<file path="config.mk">
export PLATFORM = sky130hd
export DESIGN_NAME = seq_detect_prog
export DESIGN_NICKNAME = d
export VERILOG_FILES = /design/src/rtl/seq_detect_pkg.sv /design/src/rtl/sat_counter.sv /design/src/rtl/seq_detect_prog.sv
export SDC_FILE = /design/constraint.sdc
export NUM_CORES = 1
export LEC_CHECK = 0
export ABC_AREA = 1
export CORE_MARGIN = 10
export CORE_UTILIZATION = 45
export DETAILED_ROUTE_END_ITERATION = 6
export PLACE_DENSITY = 0.67
export SLEW_MARGIN = 20
export SYNTH_ARGS = -nofsm -noshare
export SYNTH_HDL_FRONTEND = slang
export SYNTH_HIERARCHICAL = 1
export SYNTH_SLANG_ARGS = --single-unit
export TNS_END_PERCENT = 10
</file>
<file path="constraint.sdc">
create_clock -name clk -period 3.8 [get_ports clk]
set_input_delay 0.95 -clock clk [delete_from_list [all_inputs] [get_ports clk]]
set_output_delay 0.95 -clock clk [all_outputs]
set_load 0.005 [all_outputs]
</file>
<file path="src/rtl/seq_detect_pkg.sv">
// Shared constants and helpers for the programmable sequence detector.
// Holds mode encodings, reset pattern defaults and the length clamp.
package seq_detect_pkg;

  localparam logic OVERLAP     = 1'b1;
  localparam logic NON_OVERLAP = 1'b0;

  localparam logic [7:0] DEF_RESET_PAT = 8'b0000_1011;
  localparam int         DEF_RESET_LEN = 4;

  // Out-of-range lengths fall back to the full pattern width.
  function automatic int clamp_len(input int len, input int pat_w);
    return (len < 1 || len > pat_w) ? pat_w : len;
  endfunction

endpackage

</file>
<file path="src/rtl/sat_counter.sv">
// Saturating up-counter with synchronous clear (clear beats increment).
// Ports: clk, rst_n (async low), inc_i, clr_i, cnt_o[W-1:0].
module sat_counter #(
  parameter int W = 8
) (
  input  logic         clk,
  input  logic         rst_n,
  input  logic         inc_i,
  input  logic         clr_i,
  output logic [W-1:0] cnt_o
);

  logic [W-1:0] cnt_q;

  always_ff @(posedge clk or negedge rst_n) begin
    if (!rst_n) begin
      cnt_q <= '0;
    end else if (clr_i) begin
      cnt_q <= '0;
    end else if (inc_i && cnt_q != {W{1'b1}}) begin
      cnt_q <= cnt_q + W'(1);
    end
  end

  assign cnt_o = cnt_q;

endmodule

</file>
<file path="src/rtl/seq_detect_prog.sv">
// Programmable serial pattern detector with overlap mode and match counter.
// Ports: clk, rst (async low), in, in_valid, pat_load, pat_data, pat_len,
//   overlap_en, clr_cnt -> match (1-cycle pulse), match_cnt, fill.
module seq_detect_prog
  import seq_detect_pkg::*;
#(
  parameter int               PAT_W     = 8,
  parameter int               CNT_W     = 8,
  parameter logic [PAT_W-1:0] RESET_PAT = PAT_W'(DEF_RESET_PAT),
  parameter int               RESET_LEN = DEF_RESET_LEN,
  localparam int              LEN_W     = $clog2(PAT_W + 1)
) (
  input  logic             clk,
  input  logic             rst,
  input  logic             in,
  input  logic             in_valid,
  input  logic             pat_load,
  input  logic [PAT_W-1:0] pat_data,
  input  logic [LEN_W-1:0] pat_len,
  input  logic             overlap_en,
  input  logic             clr_cnt,
  output logic             match,
  output logic [CNT_W-1:0] match_cnt,
  output logic [LEN_W-1:0] fill
);

  localparam logic [LEN_W-1:0] RST_LEN =
    LEN_W'(clamp_len(RESET_LEN, PAT_W));

  logic [PAT_W-1:0] pat_q;
  logic [LEN_W-1:0] len_q;
  logic             ovl_q;
  logic [PAT_W-1:0] hist_q, hist_d;
  logic [LEN_W-1:0] fill_q, fill_d;
  logic             match_q;
  logic [PAT_W-1:0] mask;
  logic [LEN_W-1:0] len_d;
  logic             hit;

  // Match is judged on next-state history/fill so the
  // pulse lands exactly one cycle after the completing bit.
  always_comb begin
    hist_d = (hist_q << 1) | PAT_W'(in);
    fill_d = (fill_q >= len_q) ? len_q : fill_q + LEN_W'(1);
    mask   = ~({PAT_W{1'b1}} << len_q);
    len_d  = LEN_W'(clamp_len(int'(pat_len), PAT_W));
    hit    = in_valid && !pat_load && (fill_d == len_q) &&
             (((hist_d ^ pat_q) & mask) == '0);
  end

  always_ff @(posedge clk or negedge rst) begin
    if (!rst) begin
      pat_q   <= RESET_PAT;
      len_q   <= RST_LEN;
      ovl_q   <= OVERLAP;
      hist_q  <= '0;
      fill_q  <= '0;
      match_q <= 1'b0;
    end else if (pat_load) begin
      pat_q   <= pat_data;
      len_q   <= len_d;
      ovl_q   <= overlap_en;
      hist_q  <= '0;
      fill_q  <= '0;
      match_q <= 1'b0;
    end else if (in_valid) begin
      hist_q  <= hist_d;
      // Non-overlap restarts the fill so old bits cannot complete a match.
      fill_q  <= (hit && ovl_q == NON_OVERLAP) ? '0 : fill_d;
      match_q <= hit;
    end else begin
      match_q <= 1'b0;
    end
  end

  sat_counter #(
    .W (CNT_W)
  ) u_cnt (
    .clk   (clk),
    .rst_n (rst),
    .inc_i (hit),
    .clr_i (clr_cnt || pat_load),
    .cnt_o (match_cnt)
  );

  assign match = match_q;
  assign fill  = fill_q;

endmodule

</file>
### Zoomed window

Region (19, 36) to (69, 86) um. Cells in gray, sequential cells in the stronger gray; small squares are vias.
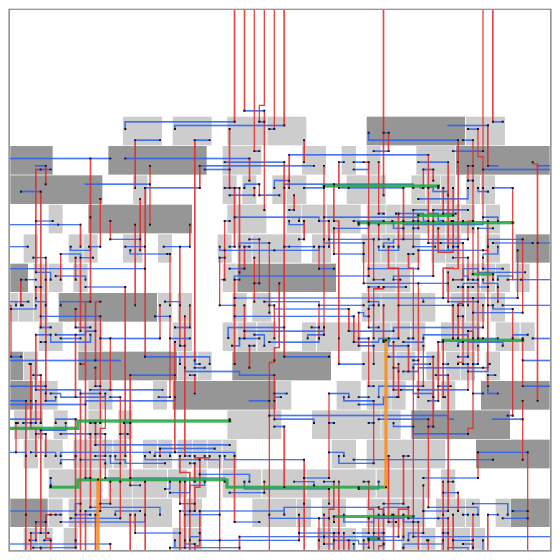
Key: M3 = green; M2 = red; M4 = orange; M1 = blue
173 logic cells have their middle in the window. Sequential cells in the window: 13. Netlist names of flops here include u_cnt/cnt_o (7), hist_q (3). Most frequent: nand2_1 (50), inv_1 (25).

### Placed standard cells

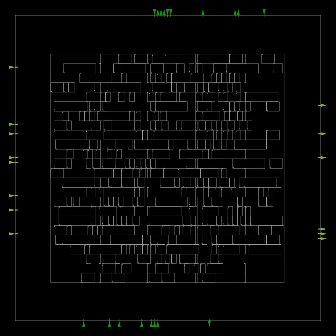
FF+latch count: 33
CORE AREA: 0.00435 mm^2
Seq area share: 0.334
Cell Count, Final, Fillers Out: 358
well tap count: 52

==> summary.txt <==
Synthesis and place-and-route results.

- Per the post-route antenna check, the number of violating nets is 0.
- Per the final timing report, the hold violations number 0.
- Of the total power, the clock network draws 0.272.
- The share of synthesized area in the top cell type comes to 0.344.
- The routed layout has 1806 vias.
- The endpoint of the worst hold-timing path is pat_q[1].
- The number of antenna repair diodes is 0.
- For the worst setup path, the data required time is 3.99 ns.
- The number of flops mapped to enable cells by yosys is 0.
- The area enclosed by the die boundary is 0.00761 mm^2.
- The most common flop cell mapped by yosys is sky130_fd_sc_hd__dfrtp_1.
- The share of the Yosys chip area taken by registers is 0.409.
- The report shows a maximum critical-path fanout of 4.
- After synthesis the cells add up to 0.00203 mm^2.
- The path type of the worst setup path is input port to flop.
- The pin count of the biggest net entering global routing is 34.
- Measured along the x axis, the die boundary spans 87.2 um.
- The number of buffers added by the clock tree synthesis step is 5.
- Across all checked pins, the minimum headroom to the slew limit is 0.721.
- The number of global-route vias before repair is 1770.
- The count of port buffers added during placement is 31.
- The share of total power dissipated in sequential elements is 0.434.
- Per the GRT congestion report, total overflow comes to 0.
- The cell count after placement is 350.
- The net count reported at finish is 330.
- The number of top-level pins is 32.
- The net switching power figure is 0.000322 W.
- Of the total power, the share spent switching nets is 0.340.
- The synthesis stat section lists a flop and latch total of 33.
- Dividing the detail-routed via count by the number of cells gives 5.04.
- Sorting the Yosys area breakdown by cell type puts at the top sky130_fd_sc_hd__dfrtp_1.
- The final report gives the standard cell area, fillers excluded, as 0.00249 mm^2.
- The insertion delay at the late pin of the worst-skew pair is 0.28 ns.
- The chip height is 87.2 um.
- The power report attributes to the combinational group a share of 0.294.
- The total of hold buffers inserted after clock tree synthesis is 0.
- The number of cells produced by synthesis is 268.
- The flow ran to the end, and the final reports show no timing, DRC or antenna violations.
- The worst setup path is launched from an input port.
- The buffer depth of the longest clock path is 2.
- After floorplanning, the core was divided into 24 placement rows.
- In the CTS report, the clock slew at the register clock pins of the worst setup and hold paths is listed as 0.07 ns.
- In this run the worst hold path is classified as flop to flop.
- A synthesized cell averages 7.59 um^2.
- The global placer's final weighted congestion is 0.828.
- The number of nets in the synthesized netlist is 293.
- The worst setup margin is 1.20 ns.
- The number of cells on the worst hold path is listed as 2.
- The final critical-path share of the clock period is 0.684.
- The script logs the mean routed wire length per placed instance as 12.7 um.
- According to the timing report, the arrival time at the worst endpoint equals 2.79 ns.
- Detailed placement ended at an HPWL of 3390 um.
- Yosys reports that the most numerous cell types are 84 x sky130_fd_sc_hd__nand2_1, 42 x sky130_fd_sc_hd__inv_1, 28 x sky130_fd_sc_hd__dfrtp_1, 13 x sky130_fd_sc_hd__nand3_1, 13 x sky130_fd_sc_hd__nor2_1.
- Setup repair after global routing left no endpoint under its margin.
- The reg2reg setup slack is 1.32 ns.
- The DRC violation total left in the routed layout is recorded as 0.
- In this run the layout overhead on the synthesized area is reported as 22.6%.
- The number of antenna violations at the first check in global routing is 0.
- For this run, asynchronously set or reset flops after synthesis account for 1.00.
- The maximum clock rate is 385 MHz.
- The share of cells above drive strength 1 is 0.121.
- Hold is met by 0.495 ns.
- The origin of the worst min-delay path is pat_q[1].
- The reported max-cap violation count is 0.
- The actual slew at the worst max-slew pin is 0.418 ns.
- Per the OpenROAD power report, leakage power amounts to 1.18 nW.
- STA classifies the critical path endpoint as a flop.
- The cell total in the yosys stat output is 268.
- On the final layout, the worst clock skew is 0.00622 ns.
- For the worst reg-to-reg path, the startpoint reported by OpenROAD is len_q[2].
- The number of warnings reported in the stage logs is 26.
- The most frequently used library cell after synthesis is sky130_fd_sc_hd__nand2_1.
- By area the synthesized netlist is led by sky130_fd_sc_hd__dfrtp_1 34%, sky130_fd_sc_hd__nand2_1 15%, sky130_fd_sc_hd__inv_1 7.7%.
- Before antenna repair, the detailed router went through 4 iterations.
- For this configuration, the core starts out at a cell density of 0.467.
- The time the worst path needs with I/O delays and setup is 2.60 ns.
- In the synthesis report, Yosys lists the chip area as 0.00203 mm^2.
- Post-CTS repair changed the size of 0 cells.
- The total global-route track usage is 0.127.
==> flip-flops by register name (all words and copies together) (netlist names) <==
register     flops
match            1
ovl_q            1
u_cnt/cnt_o      8
hist_q           7
fill             4
pat_q            8
len_q            4
==> cell usage in the layout, fill, tap and decap left out, drive strengths merged, types with 4 or more instances in the layout <==
| cell | Yosys | layout |
|---|---|---|
| nand2 | 88 | 88 |
| inv | 44 | 44 |
| clkdlybuf4s50 | 0 | 31 |
| dfrtp | 28 | 28 |
| nor2 | 20 | 20 |
| nand3 | 19 | 19 |
| o21ai | 11 | 11 |
| a21oi | 10 | 10 |
| nand4 | 9 | 9 |
| o22ai | 9 | 9 |
| ha | 6 | 6 |
| clkbuf | 2 | 6 |
| dfstp | 5 | 5 |
| a211oi | 4 | 4 |
| clkinv | 2 | 4 |
==> how the worst max path moves through the flow <==
stage,startpoint,endpoint,slack [ns],depth (start not counted)
2_1_floorplan,in,u_cnt/cnt_o[7],1.58,13
3_3_place_gp,in_valid,u_cnt/cnt_o[7],0.92,13
3_5_place_dp,in_valid,u_cnt/cnt_o[7],0.90,13
4_1_cts,in_valid,u_cnt/cnt_o[7],1.20,13
5_1_grt,in_valid,u_cnt/cnt_o[7],0.97,13
6_report,in_valid,u_cnt/cnt_o[7],1.20,13
==> per-layer routing <==
layer  share of wire  track usage  wire [um]  vias up
met2            0.50        0.217       2250       36
met3           0.055       0.0318        251        6
met4           0.011       0.0348         49        0
met5               0            0          0        -
li1                -            -          -      933
met1            0.44        0.155       1990      831
==> cell type report <==
class                      instances  area [um^2]
timing repair buffer              33          325
tap                               52         65.1
clock buffer                       6         72.6
fill                             429         1860
sequential                        33          832
inverter                          46          178
clock inverter                     2         10.0
multi-input combinational        186         1010
==> power groups by stage <==
| stage | combinational (W) | sequential (W) | clock [W] |
|---|---|---|---|
| global route | 0.000315 | 0.000415 | 0.000277 |
| floorplan | 0.000195 | 0.000410 | 0 |
| finish | 0.000278 | 0.000410 | 0.000257 |
| global placement | 0.000275 | 0.000416 | 0 |
| CTS | 0.000281 | 0.000410 | 0.000262 |
| detailed placement | 0.000278 | 0.000417 | 0 |
==> kinds of logic after synthesis <==
| kind of cell | synth area share |
|---|---|
| buffers and inverters | 0.0935 |
| adder cells (fa/ha/maj) | 0.0369 |
| AND/OR/NAND/NOR | 0.340 |
| flip-flops | 0.409 |
| XOR/XNOR | 0.00861 |
| AND-OR/OR-AND | 0.112 |
==> worst max-delay path, cell delays in order <==
cell and delay, ns:
sky130_fd_sc_hd__clkdlybuf4s50_1 0.49, sky130_fd_sc_hd__inv_1 0.07, sky130_fd_sc_hd__nor2_4 0.09, sky130_fd_sc_hd__nand3_2 0.08, sky130_fd_sc_hd__nor2_2 0.12, sky130_fd_sc_hd__nand3_2 0.09, sky130_fd_sc_hd__nor2_4 0.15, sky130_fd_sc_hd__and2_1 0.19
sky130_fd_sc_hd__inv_1 0.07, sky130_fd_sc_hd__a21oi_1 0.28, sky130_fd_sc_hd__nand3_1 0.11, sky130_fd_sc_hd__nand2_1 0.07, sky130_fd_sc_hd__inv_1 0.03
Power and IR drop assume default switching activity.
